--- src/rtl/flux_line_scheduler.sv ---
// Round-robin flux arbiter with bounded burst locking and a sticky per-flux
// starvation monitor. Grant, valid and tag are combinational from req/flux_en.
module flux_line_scheduler #(
    parameter int FLUX         = 2,
    parameter int BURST        = 4,
    parameter int STARVE_LIMIT = 64,
    localparam int TAG_WIDTH   = $clog2(FLUX)
) (
    input  logic                 clk,
    input  logic                 rst,
    input  logic [FLUX-1:0]      req,
    input  logic [FLUX-1:0]      flux_en,
    input  logic                 block_done,
    input  logic                 starve_clr,
    output logic [FLUX-1:0]      grant,
    output logic                 grant_valid,
    output logic [TAG_WIDTH:0]   grant_tag,
    output logic [FLUX-1:0]      starve,
    output logic                 dbg_hold_o
);

    localparam int CW = $clog2(BURST + 1);
    localparam int WW = $clog2(STARVE_LIMIT + 1);
    localparam logic [CW-1:0]        BURST_C = CW'(BURST);
    localparam logic [WW-1:0]        LIMIT_C = WW'(STARVE_LIMIT);
    localparam logic [TAG_WIDTH-1:0] LAST_C  = TAG_WIDTH'(FLUX - 1);

    typedef enum logic {
        ST_ARB  = 1'b0,
        ST_HOLD = 1'b1
    } state_e;

    state_e                 state_q, state_d;
    logic [TAG_WIDTH-1:0]   ptr_q, ptr_d;
    logic [TAG_WIDTH-1:0]   owner_q, owner_d;
    logic [CW-1:0]          cnt_q, cnt_d, cnt_n;
    logic [WW-1:0]          wait_q [FLUX];
    logic [WW-1:0]          wait_d [FLUX];
    logic [FLUX-1:0]        starve_q, starve_d;

    logic [FLUX-1:0]        r;
    logic [FLUX-1:0]        gnt_raw;
    logic [TAG_WIDTH-1:0]   gnt_idx;
    logic [TAG_WIDTH-1:0]   cand;
    logic                   found;

    // The owner keeps the line while it still requests; otherwise the first
    // requester at or after ptr wins, so a dropped owner never idles the line.
    always_comb begin
        r       = req & flux_en;
        found   = 1'b0;
        gnt_idx = '0;
        cand    = ptr_q;
        if (state_q == ST_HOLD && r[owner_q]) begin
            found   = 1'b1;
            gnt_idx = owner_q;
        end else begin
            for (int k = 0; k < FLUX; k++) begin
                if (!found && r[cand]) begin
                    found   = 1'b1;
                    gnt_idx = cand;
                end
                cand = (cand == LAST_C) ? '0 : cand + 1'b1;
            end
        end
        for (int i = 0; i < FLUX; i++) begin
            gnt_raw[i] = found && (gnt_idx == TAG_WIDTH'(i));
        end
    end

    always_comb begin
        state_d = state_q;
        ptr_d   = ptr_q;
        owner_d = owner_q;
        cnt_d   = cnt_q;
        cnt_n   = (state_q == ST_HOLD && gnt_idx == owner_q) ? cnt_q + 1'b1 : CW'(1);
        if (found) begin
            ptr_d = (gnt_idx == LAST_C) ? '0 : gnt_idx + 1'b1;
            if (block_done || cnt_n == BURST_C) begin
                state_d = ST_ARB;
                cnt_d   = '0;
            end else begin
                state_d = ST_HOLD;
                owner_d = gnt_idx;
                cnt_d   = cnt_n;
            end
        end else begin
            state_d = ST_ARB;
            cnt_d   = '0;
        end
    end

    // Wait counters saturate; starve_clr beats a same-cycle starvation set.
    always_comb begin
        for (int i = 0; i < FLUX; i++) begin
            wait_d[i] = wait_q[i];
            if (starve_clr || !r[i] || gnt_raw[i]) begin
                wait_d[i] = '0;
            end else if (wait_q[i] != LIMIT_C) begin
                wait_d[i] = wait_q[i] + 1'b1;
            end
            starve_d[i] = !starve_clr && (starve_q[i] || (wait_d[i] == LIMIT_C));
        end
    end

    always_ff @(posedge clk) begin
        if (rst) begin
            state_q  <= ST_ARB;
            ptr_q    <= '0;
            owner_q  <= '0;
            cnt_q    <= '0;
            starve_q <= '0;
            for (int i = 0; i < FLUX; i++) begin
                wait_q[i] <= '0;
            end
        end else begin
            state_q  <= state_d;
            ptr_q    <= ptr_d;
            owner_q  <= owner_d;
            cnt_q    <= cnt_d;
            starve_q <= starve_d;
            for (int i = 0; i < FLUX; i++) begin
                wait_q[i] <= wait_d[i];
            end
        end
    end

    assign grant       = rst ? '0 : gnt_raw;
    assign grant_valid = |grant;
    assign grant_tag   = grant_valid ? {1'b0, gnt_idx} : '1;
    assign starve      = rst ? '0 : starve_q;
    assign dbg_hold_o  = (state_q == ST_HOLD);

endmodule
--- config.mk ---
export PLATFORM = sky130hd
export DESIGN_NAME = flux_line_scheduler
export DESIGN_NICKNAME = d
export VERILOG_FILES = /design/src/rtl/flux_line_scheduler.sv
export SDC_FILE = /design/constraint.sdc
export NUM_CORES = 1
export LEC_CHECK = 0
export ABC_AREA = 1
export CAP_MARGIN = 25
export CORE_AREA = 2 2 51 53
export CTS_CLUSTER_SIZE = 28
export DETAILED_ROUTE_END_ITERATION = 10
export DIE_AREA = 0 0 53 55
export GPL_TIMING_DRIVEN = 0
export PLACE_DENSITY = 0.81
export SYNTH_ARGS = -nofsm -noshare
export SYNTH_HDL_FRONTEND = slang
export SYNTH_SLANG_ARGS = --single-unit
export TNS_END_PERCENT = 100
--- constraint.sdc ---
create_clock -name clk -period 3.7 [get_ports clk]
set_input_delay 0.925 -clock clk [delete_from_list [all_inputs] [get_ports clk]]
set_output_delay 0.925 -clock clk [all_outputs]
set_load 0.03 [all_outputs]
Track usage over the die:
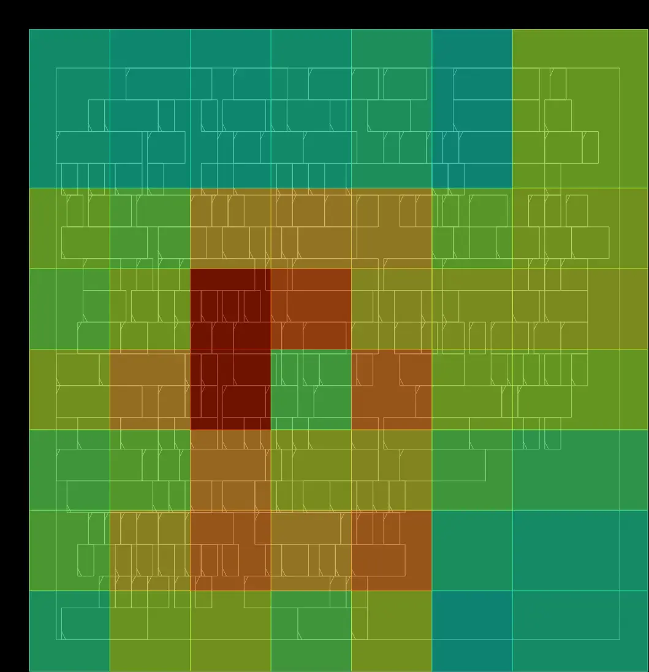
final core occ: 66.1%
post-DR wirelength/cell: 11.3 µm
GR Util met3: 3.23%
GRT busiest layer: met2
met1 usage: 22.0%

==> job_summary.md <==
### Flow metrics

| Metric | Value |
|---|---|
| Status | completed |
| Layout cells sized above 1 | 16.3% |
| Routed Antenna Nets | 0 |
| Number of DRC markers after the initial detailed-route iteration | 39 |
| Largest stage delay, worst path | 0.71 ns |
| Worst Setup SP | flux_en[0] |
| Pre-CTS setup slack | -0.0215 ns |
| Inverters | 31 |
| Critical Path, Cell by Cell | clkdlybuf4s50_1, nand2_2, nand2_1, inv_1, nor2_1, clkdlybuf4s50_1 |
| Cell Pwr Density | 276 nW/µm² |
| RePlAce Congestion | 0.871 |
| Sw Ratio | 25.5% |
| Setup crit end kind | output port |
| Clock Power Share | 30.5% |
| Yosys chip area | 1340 µm² |
| Drc violations | 0 |
| CP bufs+invs | 3 |
| Filler cells | 193 |
| Post-synthesis adder-cell area fraction | 4.68% |
| Sequential power | 0.243 mW |
Clock distribution:
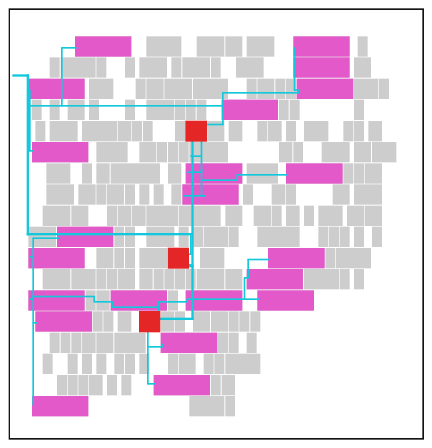
[flip-flops] magenta | count: 22
[clock wires] cyan | length: 252 µm
[clock-net drivers] red | count: 3
flops lie: spread over the die
routed clock nets: 4

Power is estimated from default activity; no workload was simulated.
